Run 1, clock wiring as the flow saved it:
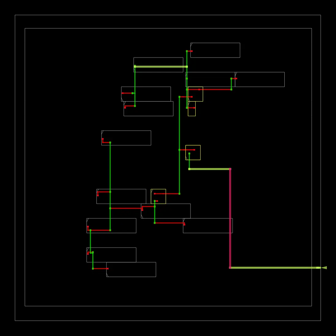
Run 1, wiring heat map:
Scale bar: 20 um. 11 x 11 tiles, from white (low) to dark blue (high), scaled to the fullest tile. Values are wire area over tile area, all layers added.
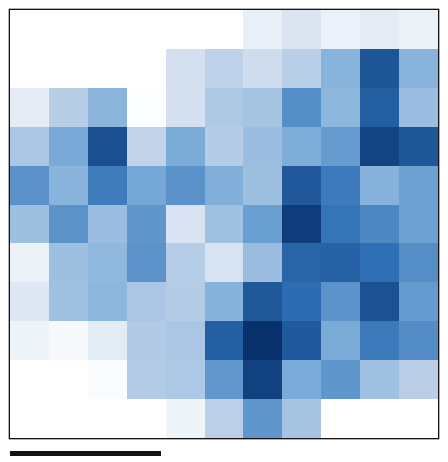
Run 1, clock network drawn from the DEF:
Scale bar: 20 um.
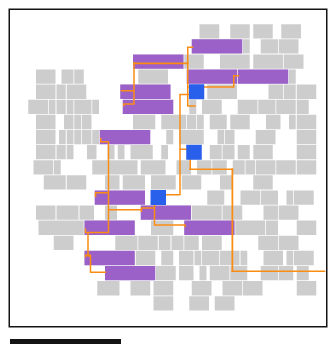
File: src/rtl/muxnx1_pkg.sv
// rtl/muxnx1_pkg.sv - shared encodings, defaults and helpers for the N-to-1 arbitrating mux
package muxnx1_pkg;

  // Arbitration mode encodings carried on the mode input
  localparam logic MODE_FIXED = 1'b0;
  localparam logic MODE_RR    = 1'b1;

  // Default geometry: four channels of byte-wide data
  localparam int N_DEF  = 4;
  localparam int W_DEF  = 8;
  localparam int SW_DEF = 2;

  // Channel index following k in a ring of n channels
  function automatic int wrap_inc(input int k, input int n);
    if (k >= n - 1) begin
      return 0;
    end
    return k + 1;
  endfunction

endpackage

File: src/rtl/rr_pick.sv
// rtl/rr_pick.sv - rotated-priority search: first valid channel at or after ptr, wrapping
import muxnx1_pkg::*;

module rr_pick #(
  parameter int N  = N_DEF,
  parameter int SW = SW_DEF
) (
  input  logic [N-1:0]  valid,
  input  logic [SW-1:0] ptr,
  output logic          found,
  output logic [SW-1:0] index
);

  // Walk ptr, ptr+1, ..., N-1, 0, ..., ptr-1 and keep the first hit
  always_comb begin
    found = 1'b0;
    index = '0;
    for (int i = 0; i < N; i++) begin
      int cand;
      cand = int'(ptr) + i;
      if (cand >= N) begin
        cand = cand - N;
      end
      if (!found && valid[cand]) begin
        found = 1'b1;
        index = SW'(cand);
      end
    end
  end

endmodule

File: src/rtl/muxnx1_arb.sv
// rtl/muxnx1_arb.sv - N-to-1 mux with fixed/round-robin arbitration into one output register
import muxnx1_pkg::*;

module muxnx1_arb #(
  parameter int N  = N_DEF,
  parameter int W  = W_DEF,
  parameter int SW = SW_DEF
) (
  input  logic           clk,
  input  logic           rst,
  input  logic [N*W-1:0] i_data,
  input  logic [N-1:0]   i_valid,
  output logic [N-1:0]   i_ready,
  input  logic           mode,
  input  logic [SW-1:0]  s,
  output logic [W-1:0]   y,
  output logic           y_valid,
  input  logic           y_ready,
  output logic [SW-1:0]  y_ch
);

  logic [SW-1:0] ptr;
  logic          rr_found;
  logic [SW-1:0] rr_idx;
  logic          fix_found;
  logic [SW-1:0] fix_idx;
  logic          grant_any;
  logic [SW-1:0] grant_idx;
  logic          load;
  logic          xfer;
  logic [W-1:0]  sel_data;
  logic [N-1:0]  ready_vec;

  rr_pick #(
    .N  (N),
    .SW (SW)
  ) u_rr_pick (
    .valid (i_valid),
    .ptr   (ptr),
    .found (rr_found),
    .index (rr_idx)
  );

  // Fixed mode: grant channel s only if it exists and is valid (s >= N never matches)
  always_comb begin
    fix_found = 1'b0;
    fix_idx   = '0;
    for (int k = 0; k < N; k++) begin
      if (SW'(k) == s && i_valid[k]) begin
        fix_found = 1'b1;
        fix_idx   = SW'(k);
      end
    end
  end

  assign grant_any = (mode == MODE_RR) ? rr_found : fix_found;
  assign grant_idx = (mode == MODE_RR) ? rr_idx   : fix_idx;

  // Register can take a new item when empty or being drained this cycle
  assign load = !y_valid || y_ready;
  assign xfer = !rst && load && grant_any;

  // One-hot ready toward the granted channel; held low throughout reset
  always_comb begin
    ready_vec = '0;
    if (xfer) begin
      for (int k = 0; k < N; k++) begin
        if (SW'(k) == grant_idx) begin
          ready_vec[k] = 1'b1;
        end
      end
    end
  end

  assign i_ready = ready_vec;

  // Data path select for the granted channel
  always_comb begin
    sel_data = '0;
    for (int k = 0; k < N; k++) begin
      if (SW'(k) == grant_idx) begin
        sel_data = i_data[k*W +: W];
      end
    end
  end

  // Output register and round-robin pointer; reset discards any held item
  always_ff @(posedge clk or posedge rst) begin
    if (rst) begin
      y       <= '0;
      y_ch    <= '0;
      y_valid <= 1'b0;
      ptr     <= '0;
    end else if (load) begin
      if (grant_any) begin
        y       <= sel_data;
        y_ch    <= grant_idx;
        y_valid <= 1'b1;
        if (mode == MODE_RR) begin
          ptr <= SW'(wrap_inc(int'(grant_idx), N));
        end
      end else begin
        y_valid <= 1'b0;
      end
    end
  end

endmodule

File: config.mk
export PLATFORM = sky130hd
export DESIGN_NAME = muxnx1_arb
export DESIGN_NICKNAME = d
export VERILOG_FILES = /design/src/rtl/muxnx1_pkg.sv /design/src/rtl/rr_pick.sv /design/src/rtl/muxnx1_arb.sv
export SDC_FILE = /design/constraint.sdc
export NUM_CORES = 1
export LEC_CHECK = 0
export CAP_MARGIN = 0
export CORE_MARGIN = 1.5
export CORE_UTILIZATION = 35
export DETAILED_ROUTE_END_ITERATION = 8
export PLACE_DENSITY = 0.74
export SLEW_MARGIN = 20
export SYNTH_ARGS = -nofsm -noshare
export SYNTH_HDL_FRONTEND = slang
export SYNTH_HIERARCHICAL = 1
export SYNTH_SLANG_ARGS = --single-unit
File: constraint.sdc
create_clock -name clk -period 4.5 [get_ports clk]
set_input_delay 0.9 -clock clk [delete_from_list [all_inputs] [get_ports clk]]
set_output_delay 0.9 -clock clk [all_outputs]
set_load 0.02 [all_outputs]
==> run summary, run 1 <==
fresh numbers from the pnr run: routed wl met2=between 1000 and 1500 um, H-tree levels=1, fin. max-slew vios=0, post-synthesis simple-gate area fraction=0.161, Final Setup Violations=0, Main logic family=multiplexers, ys cells=roughly 110, Crit path required time=between 3 and 4 ns, die extent in y=56.9 um, fmax=between 200 and 250 MHz, PostCTS Resize Cnt=0, clock-pin slew on the worst setup and hold paths=approximately 0.080 ns, logic area=~630 um^2, synth-to-layout area growth=61.2%, met1 Track Usage GR=0.213, slew margin rel.=0.501, Yosys cell types=29, Critical Path AT=3.31 ns, Worst-Margin Slew=~0.75 ns, Max rail drop VDD=0.269 mV, Routed Antenna Nets=0, multi-input gates=just under 80, fillcell total=roughly 250, Hold Crit Class=flip-flop to flip-flop, hold path cells=1, router iterations before antenna repair=4, area fraction in mux cells=0.222, EDFF count, synth=0, r2r endpoint=y[0], Max-area cell class=combinational gates, Crit Path Category=input port to output pin, average cell area after synthesis=between 9 and 10 um^2, reg2reg path depth=12, Post-Route M1 WL=1200 um, NonClk Buf Share=0.356, die area=between 3000 and 4000 um^2, Setup crit start=i_valid[1], hold buffers post-CTS=0, and-or/or-and share of the synthesized area=0.188, pre-CTS setup slack=approximately 0.28 ns, GR Util All Layers=0.184, most used flip-flop cell=dfrtp_1, core area=2760 um^2, sequential area share after synthesis=0.320, Final Util=0.594, Buffers, non-clock=between 50 and 60, Startpoint Class=input port, highest metal used=met4, outcome=completed, met3 wire len=261 um, total negative slack=0 ns, CTS Root Buffer Type=clkbuf_4, R2R setup slack=1.72 ns, CP max FO=5, inverters=9, Ports=between 50 and 60, initial antenna violation count=0, nets@finish=approximately 210, ys async rst share=1.00, combinational share of cell area=0.385, Num Clock Sinks=13, Tap Count=31, YS warnings=6, Hold Fails Final Rpt=0, CTS tree=built, fin area=approximately 1600 um^2, worst setup path endpoint=i_ready[2], Yosys Chip Area=between 1000 and 1500 um^2
Notes on 'clock wiring as the flow saved it' above:
clkbuf count: 4
clock skew: 0.00274 ns
Num CTS Buffers: 3
registers: 13

Notes on 'wiring heat map' above:
nearly empty tiles: 17%
tiles over half the peak: 33%
mean over tiles: 0.14
emptiest ninth of the die: south-west
drt total wl: 2780 um
routed vias: 999
wire length per cell: 14.3 um

Notes on 'clock network drawn from the DEF' above:
[orange] clock wires | length: 176 um
[purple] flip-flops | count: 13
[blue] clock drivers | count: 3
routed clock nets: 4
P_clk: 0.0697 mW
clock share of power: 0.105
Worst-Skew Late Latency: 0.27 ns

==> run 1: sequential cells by signal (all words and copies together) (netlist names) <==
register and count:
y_valid 1, y_ch 2, y 8, ptr 2
==> run 1: cell usage in the layout, fill, tap and decap left out, drive strengths merged, types with 6 or more instances in the layout <==
master,netlist,final
nor2b,8,8
dfrtp,13,13
a21oi,6,6
a221oi,7,7
inv,9,9
nand2,13,13
clkdlybuf4s50,0,56
o31ai,7,7
mux2,14,14
==> run 1: synth_stat cells (2+ instances only) <==
| library cell | instances | share of area |
|---|---|---|
| dfrtp_1 | 13 | 0.32 |
| nand2_1 | 13 | 0.048 |
| inv_1 | 8 | 0.030 |
| nor2b_1 | 8 | 0.049 |
| a221oi_1 | 7 | 0.060 |
| o31ai_1 | 7 | 0.052 |
| a21oi_1 | 6 | 0.030 |
| mux2_4 | 6 | 0.089 |
| and3_1 | 4 | 0.025 |
| ha_1 | 4 | 0.049 |
| mux2_1 | 4 | 0.044 |
| mux2_2 | 4 | 0.044 |
| clkbuf_1 | 3 | 0.011 |
| o21ai_0 | 3 | 0.015 |
| nor2_1 | 2 | 0.0074 |
==> run 1: power breakdown <==
group          switching, mW  total, mW  leakage, nW  internal (mW)
Clock                 0.0354     0.0697       0.0150         0.0343
Sequential            0.0294      0.195        0.156          0.166
Combinational          0.180      0.399        0.523          0.219
Total                  0.245      0.664        0.694          0.419
==> run 1: critical path: stages <==
cell,delay [ns]
clkdlybuf4s50_1,0.54
inv_1,0.08
a221o_1,0.35
a21oi_1,0.14
nand2_1,0.06
o21ai_1,0.20
inv_1,0.14
ha_1,0.23
and3_1,0.15
clkdlybuf4s50_1,0.53
==> run 1 -> run 2 <==
- CORE_ASPECT_RATIO: default -> 0.75
- clock period: 4.5 -> 3.94 ns (I/O delays scaled with it)
Run 2, metal layers overlaid:
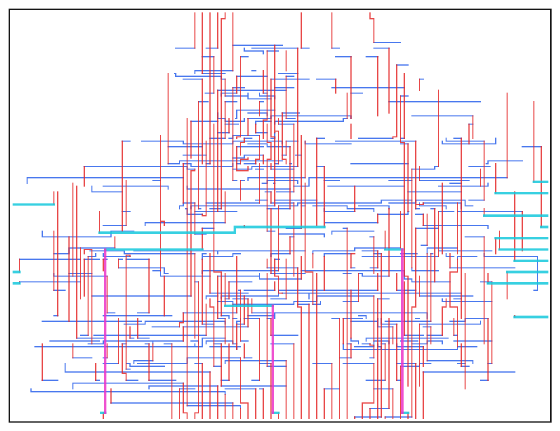
[cyan] metal 3 | wire length: 103 um
[blue] metal 1 | wire length: 1420 um
[magenta] metal 4 | wire length: 52.4 um
[red] metal 2 | wire length: 1530 um
routed vias: 1016
wire length per cell: 15.2 um
GR Util All Layers: 0.201
drt total wl: 3100 um

Run 2, signal wires on met3:
Cells faint in the background.
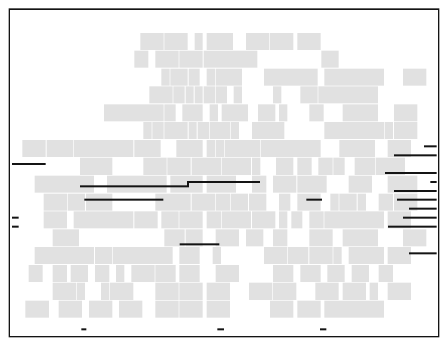
longest straight run: 16.3 um
main direction: horizontal
wire length on this layer: 103 um
met3 usage: 0.0457

==> run 2 against run 1 <==
Net effect: design area grew 4.0%; register-to-register slack lost 0.48 ns; total power grew 22%; sequential share of layout area shrank 0.77 points; clock-buffer cell count is the same; synthesized cell count is the same; largest cell class unchanged.
==> run summary, run 2 <==
fresh numbers from the pnr run: outcome=completed, logic area=634 um^2 (+0.60%), max reg flops=8 (unchanged), worst-path cell chain=clkdlybuf4s50_1 > inv_1 > a221o_1 > a21oi_1 > nand2_1 > o21ai_2 > inv_1 > ha_1 > and3_1 > clkdlybuf4s50_1, Startpoint Class=input port, combinational share of power=0.576 (-0.025), H-tree levels=1 (unchanged), Crit Path Category=input port to output pin, clock skew=0.00176 ns (-0.000979 ns), Final Util=0.635 (+0.0413), YS warnings=6 (unchanged), CP max FO=4 (-1), CTS Root Buffer Type=clkbuf_8, fin. max-slew vios=0 (unchanged), hold path cells=1 (unchanged), Hold Fails Final Rpt=0 (unchanged), Registers, synthesis=13, Post-synth top cells=dfrtp_1, nand2_1, inv_1, nor2b_1, Yosys Chip Area=1020 um^2 (unchanged), Routed Antenna Nets=0 (unchanged), post-synthesis simple-gate area fraction=0.161 (unchanged), nets@finish=215 (+1.9%), largest registers=y (8), ptr (2), y_ch (2), adder share=0.0493, worst setup path endpoint=i_ready[2], Final Setup Violations=0 (unchanged), Num CTS Buffers=3 (unchanged), die area=3240 um^2 (+0.11%), fillcell total=227 (-9.9%), Placed Area=1650 um^2, core area=2680 um^2 (-2.7%), Setup crit start=i_valid[1], Main logic family=multiplexers, hold buffers post-CTS=0 (unchanged), total negative slack=0 ns (unchanged), EDFF count, synth=0 (unchanged), worst reg2reg startpoint=ptr[1], Largest Register=y, r2r endpoint=y[7], clock-pin slew on the worst setup and hold paths=0.05 ns (-0.03 ns), sw frac=0.363 (-0.00546), area fraction in mux cells=0.222 (unchanged), synth-to-layout area growth=67.7%, initial antenna violation count=0 (unchanged), sequential share of power=0.279 (-0.015), ys async rst share=1.00 (unchanged), PostCTS Resize Cnt=0 (unchanged), CTS tree=built, net count after synthesis=about 150, CP max stage cell=clkdlybuf4s50_1, Yosys cell types=29 (unchanged), Max rail drop VDD=0.326 mV (+21%), Largest stage delay, worst path=0.54 ns (about the same), Worst-Skew Late Latency=0.24 ns (-0.03 ns), share of the synthesized area in the top cell type=0.320 (unchanged), Critical Path AT=3.02 ns (-0.29 ns), clock share of power=0.145 (+0.040), P_int=0.518 mW (+24%), Worst-Margin Slew=0.485 ns (-0.263 ns), slew margin rel.=0.676 (+0.176), die extent in y=49.7 um (-13%), first-pass GRT wire length=about 5000 um, and-or/or-and share of the synthesized area=0.188 (unchanged), fmax=263 MHz, R2R setup slack=1.24 ns (-0.48 ns), Psw=0.295 mW (+21%), Hold Crit Class=flip-flop to flip-flop, Crit path required time=3.15 ns (-0.45 ns), average cell area after synthesis=9.58 um^2 (unchanged), Ports=57 (unchanged), fin area=1700 um^2 (+4.0%), reg2reg path depth=12 (unchanged), Num Clock Sinks=13 (unchanged), Synth area leaders=dfrtp_1, mux2_4, a221oi_1
==> run 2: stage by stage <==
stage | std cells | worst slack [ns]
floorplan | 106 | 0.704
global placement | 200 | 0.128
detailed placement | 200 | 0.0326
CTS | 204 | 0.0248
global route | 204 | -0.00998
finish | 204 | 0.136
==> run 2: cells by family (layout without fill, tap and decap cells) <==
group,after synthesis,in the layout
adders and majority gates,4,4
AOI/OAI and AO/OA,27,27
muxes,16,16
and+or+nand+nor,32,32
buffers and inverters,14,76
DFF,13,13
==> run 2: routing by layer <==
metal | global-route usage | wire, um | vias to the layer above
met4 | 0.0590 | 52 | 0
met2 | 0.344 | 1530 | 22
met1 | 0.252 | 1420 | 482
met5 | 0 | 0 | -
li1 | - | - | 506
met3 | 0.0457 | 103 | 6
==> run 2: cell type report <==
| type | instances | share of cell area |
|---|---|---|
| Multi-Input combinational cell | 79 | 0.372 |
| Timing Repair Buffer | 63 | 0.364 |
| Sequential cell | 13 | 0.191 |
| Clock buffer | 4 | 0.0264 |
| Tap cell | 36 | 0.0264 |
| Inverter | 9 | 0.0198 |
==> run 2: power groups by stage <==
| stage | Sequential (mW) | Combinational [mW] | Clock [mW] |
|---|---|---|---|
| 3_5_place_dp | 0.229 | 0.465 | 0 |
| 5_1_grt | 0.235 | 0.502 | 0.127 |
| 3_3_place_gp | 0.225 | 0.457 | 0 |
| 6_report | 0.227 | 0.468 | 0.118 |
| 2_1_floorplan | 0.281 | 0.206 | 0 |
| 4_1_cts | 0.227 | 0.470 | 0.121 |
==> run 2: critical path, delay by kind of cell <==
kind,cells,cell delay (ns)
AOI/OAI and AO/OA,3,0.61
adders and majority gates,1,0.22
buffers and inverters,4,1.19
and+or+nand+nor,2,0.22
==> run 2 -> run 3 <==
- clock period: 3.94 -> 3.8 ns (I/O delays scaled with it)
Run 3, metal layers overlaid:
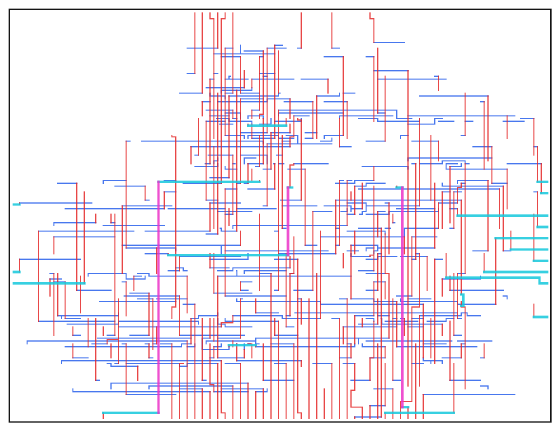
[cyan] metal 3 | wire length: 111 um
[magenta] metal 4 | wire length: 62.6 um
[red] metal 2 | wire length: 1450 um
[blue] metal 1 | wire length: 1330 um
wire length per cell: 14.5 um
drt total wl: 2960 um

==> run 3 against run 2 <==
Net effect: worst setup slack improved by 0.25 ns; total power increased by 3.2%; combinational power increased by 3%; register-to-register slack got worse by 0.06 ns; critical path depth unchanged; clock-buffer cell count unchanged; critical path type unchanged; critical endpoint is now i_ready[0]; largest cell class unchanged; highest routed layer unchanged.
==> run summary, run 3 <==
fresh numbers from the pnr run: n_diodes=0, crit-path most repeated cell=inv_1, floorplan utilization=0.379, Worst-Skew Late Latency=0.24 ns (about the same), router iterations before antenna repair=4, outcome=completed, Post-CTS Setup Inserts=0, max reg flops=8 (unchanged), largest net degree at the start of global routing=17, CTS Root Buffer Type=clkbuf_8, H-tree levels=1 (unchanged), Final Setup Violations=0 (unchanged), initial antenna violation count=0 (unchanged), hold buffers post-CTS=0 (unchanged), Post-Route M1 WL=1330 um (-6.0%), Post-Layout Cell Count=204 (unchanged), Hold Crit Class=flip-flop to flip-flop, ys cells=roughly 110, fin. max-slew vios=0 (unchanged), net count after synthesis=152 (unchanged), Final Util=0.639 (+0.00420), clock skew=0.00224 ns (+0.000479 ns), Crit path required time=3.04 ns (-0.11 ns), area fraction in mux cells=0.222 (unchanged), most numerous logic cell after layout=clkdlybuf4s50_1, # DRC=0, drt via density=5.13, ys async rst share=1.00 (unchanged), Top delay family on crit path=buffers and inverters, setup ws final=0.382 ns (+0.246 ns), Top cells excl fill/tap=clkdlybuf4s50_1, nand2_1, dfrtp_1, Max rail drop VDD=0.360 mV (+10%), Worst-Margin Slew=0.446 ns (-0.0390 ns), Post-synth top cells=dfrtp_1, nand2_1, inv_1, nor2b_1, Synth area leader=dfrtp_1, vias in the first global route=between 1000 and 1500, GR Util All Layers=0.208 (+0.00676), sequential area share after synthesis=0.320, first-pass GRT wire length=5130 um (+3.3%), highest metal used=met4, XORs/XNORs by Area=0, Num CTS Buffers=3 (unchanged), leakage=0.796 nW, Main logic family=multiplexers, Largest Register=y, clock-pin slew on the worst setup and hold paths=0.05 ns (about the same), post-synthesis simple-gate area fraction=0.161 (unchanged), Crit Path Category=input port to output pin, share of layout cells above drive strength 1=0.155, Worst Path Buf+Inv=4 (unchanged), fmax=just under 300 MHz, YS warnings=6 (unchanged), Registers, synthesis=13 (unchanged), die area=3240 um^2 (unchanged), Startpoint Class=input port, nets@finish=215 (unchanged), adder share=0.0493 (unchanged), met3 wire len=110 um (+6.8%), slew margin rel.=0.702 (+0.0258), share of the synthesized area in the top cell type=0.320 (unchanged), endpoint class of the critical path=output pin, unrepaired setup endpoints after global routing=no, Yosys Chip Area=1020 um^2 (unchanged), number of placed cells counting well taps=200 (unchanged), Syn Inst Count=roughly 110, Final min period=between 3 and 4 ns, Final period util=0.899, Synth area leaders=dfrtp_1, mux2_4, a221oi_1, FP Rows=16, Largest stage delay, worst path=0.48 ns (-0.06 ns), pre-CTS setup slack=-0.0480 ns (-0.0806 ns), largest registers=y (8), ptr (2), y_ch (2), DRT iter0 DRCs=24, CP max stage cell=clkdlybuf4s50_1, Hold Slack=around 0.49 ns, grt total ovfl=0, die extent in y=49.7 um (unchanged), and-or/or-and share of the synthesized area=0.188 (unchanged), worst-path cell chain=clkdlybuf4s50_1 > inv_1 > a221o_1 > a21oi_1 > nand2_1 > o21ai_2 > inv_1 > ha_1 > and3_1 > dlymetal6s2s_1, Num Clock Sinks=13 (unchanged), DP HPWL=approximately 2400 um, Routed Antenna Nets=0 (unchanged), Yosys cell types=29 (unchanged), overall power=between 0.8 and 0.9 mW, Critical Path AT=2.66 ns (-0.36 ns), Die X=around 65 um, Ports=57 (unchanged), synth-to-layout area growth=68.8%, GPL Wtd Cong=0.872, Syn Std Cell Area=just over 1000 um^2, clk buf depth=2, PD cells=between 400 and 500 nW/um^2, Hold Fails Final Rpt=0 (unchanged), CTS tree=built, # port buffers=approximately 56, EDFF count, synth=0 (unchanged), core area=2680 um^2 (unchanged), average cell area after synthesis=9.58 um^2 (unchanged), CP max FO=4 (unchanged), Max-Cap Viols=0, most used flip-flop cell=dfrtp_1, routed wl met2=1450 um (-4.8%), Log Warnings=29
Run 3, signal wires on met3:
Cells faint in the background.
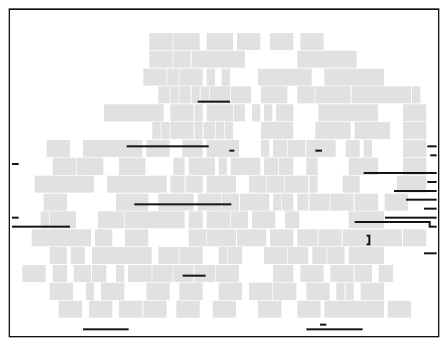
main direction: horizontal
share of all routed wire: 3.7%
nets with wire on the layer: 20
longest straight run: 14.5 um
met3 usage: 0.0502
routed vias: 1047

## run 3: cell counts after synthesis
Identical to the previous run, type by type.
## run 3: final cells by class
cell class                 count  area, um^2
clock buffer                   4        45.0
fill                         219         967
inverter                       9        33.8
multi-input combinational     79         643
sequential                    13         325
tap                           36        45.0
timing repair buffer          63         623
## run 3: where the power goes
part,internal [mW],switching [mW]
clock network,0.0740,0.0484
registers,0.197,0.0378
logic,0.267,0.215
## run 3: cell families after synthesis
group,after synthesis
buffers and inverters,14
DFF,13
adders and majority gates,4
and+or+nand+nor,32
AOI/OAI and AO/OA,27
muxes,16
## run 3: worst paths after layout
| path | start | to | slack, ns | cells past startpoint |
|---|---|---|---|---|
| setup / recovery | i_valid[1] | i_ready[0] | 0.38 | 10 |
| hold / removal | y[1] | y[1] | 0.49 | 1 |
| setup reg to reg | ptr[0] | y[1] | 1.18 | 12 |
| hold reg to reg | y[1] | y[1] | 0.49 | 1 |
| max in group asynchronous | rst | ptr[0] | 2.58 | 3 |
| min in group asynchronous | rst | y_ch[1] | 0.79 | 2 |
## run 3: layer usage
| layer | up-vias | global-route usage |
|---|---|---|
| met5 | - | 0 |
| met1 | 503 | 0.261 |
| met3 | 6 | 0.0502 |
| li1 | 511 | - |
| met4 | 0 | 0.0625 |
| met2 | 27 | 0.352 |
## run 3: timing repair
| action | 4_1_cts | 5_1_grt |
|---|---|---|
| hold endpoints to repair | 0 | 0 |
| resized | 2 | 6 |
| cloned | 0 | 0 |
| endpoints found under the setup margin | 4 | 4 |
## run 3: stage by stage
step / instance area [um^2] / setup TNS (ns)
6_report: 1720 / 0
5_1_grt: 1720 / 0
4_1_cts: 1700 / 0
3_5_place_dp: 1650 / -0.108
3_3_place_gp: 1650 / 0
2_1_floorplan: 1020 / 0
Power and IR drop assume default switching activity.
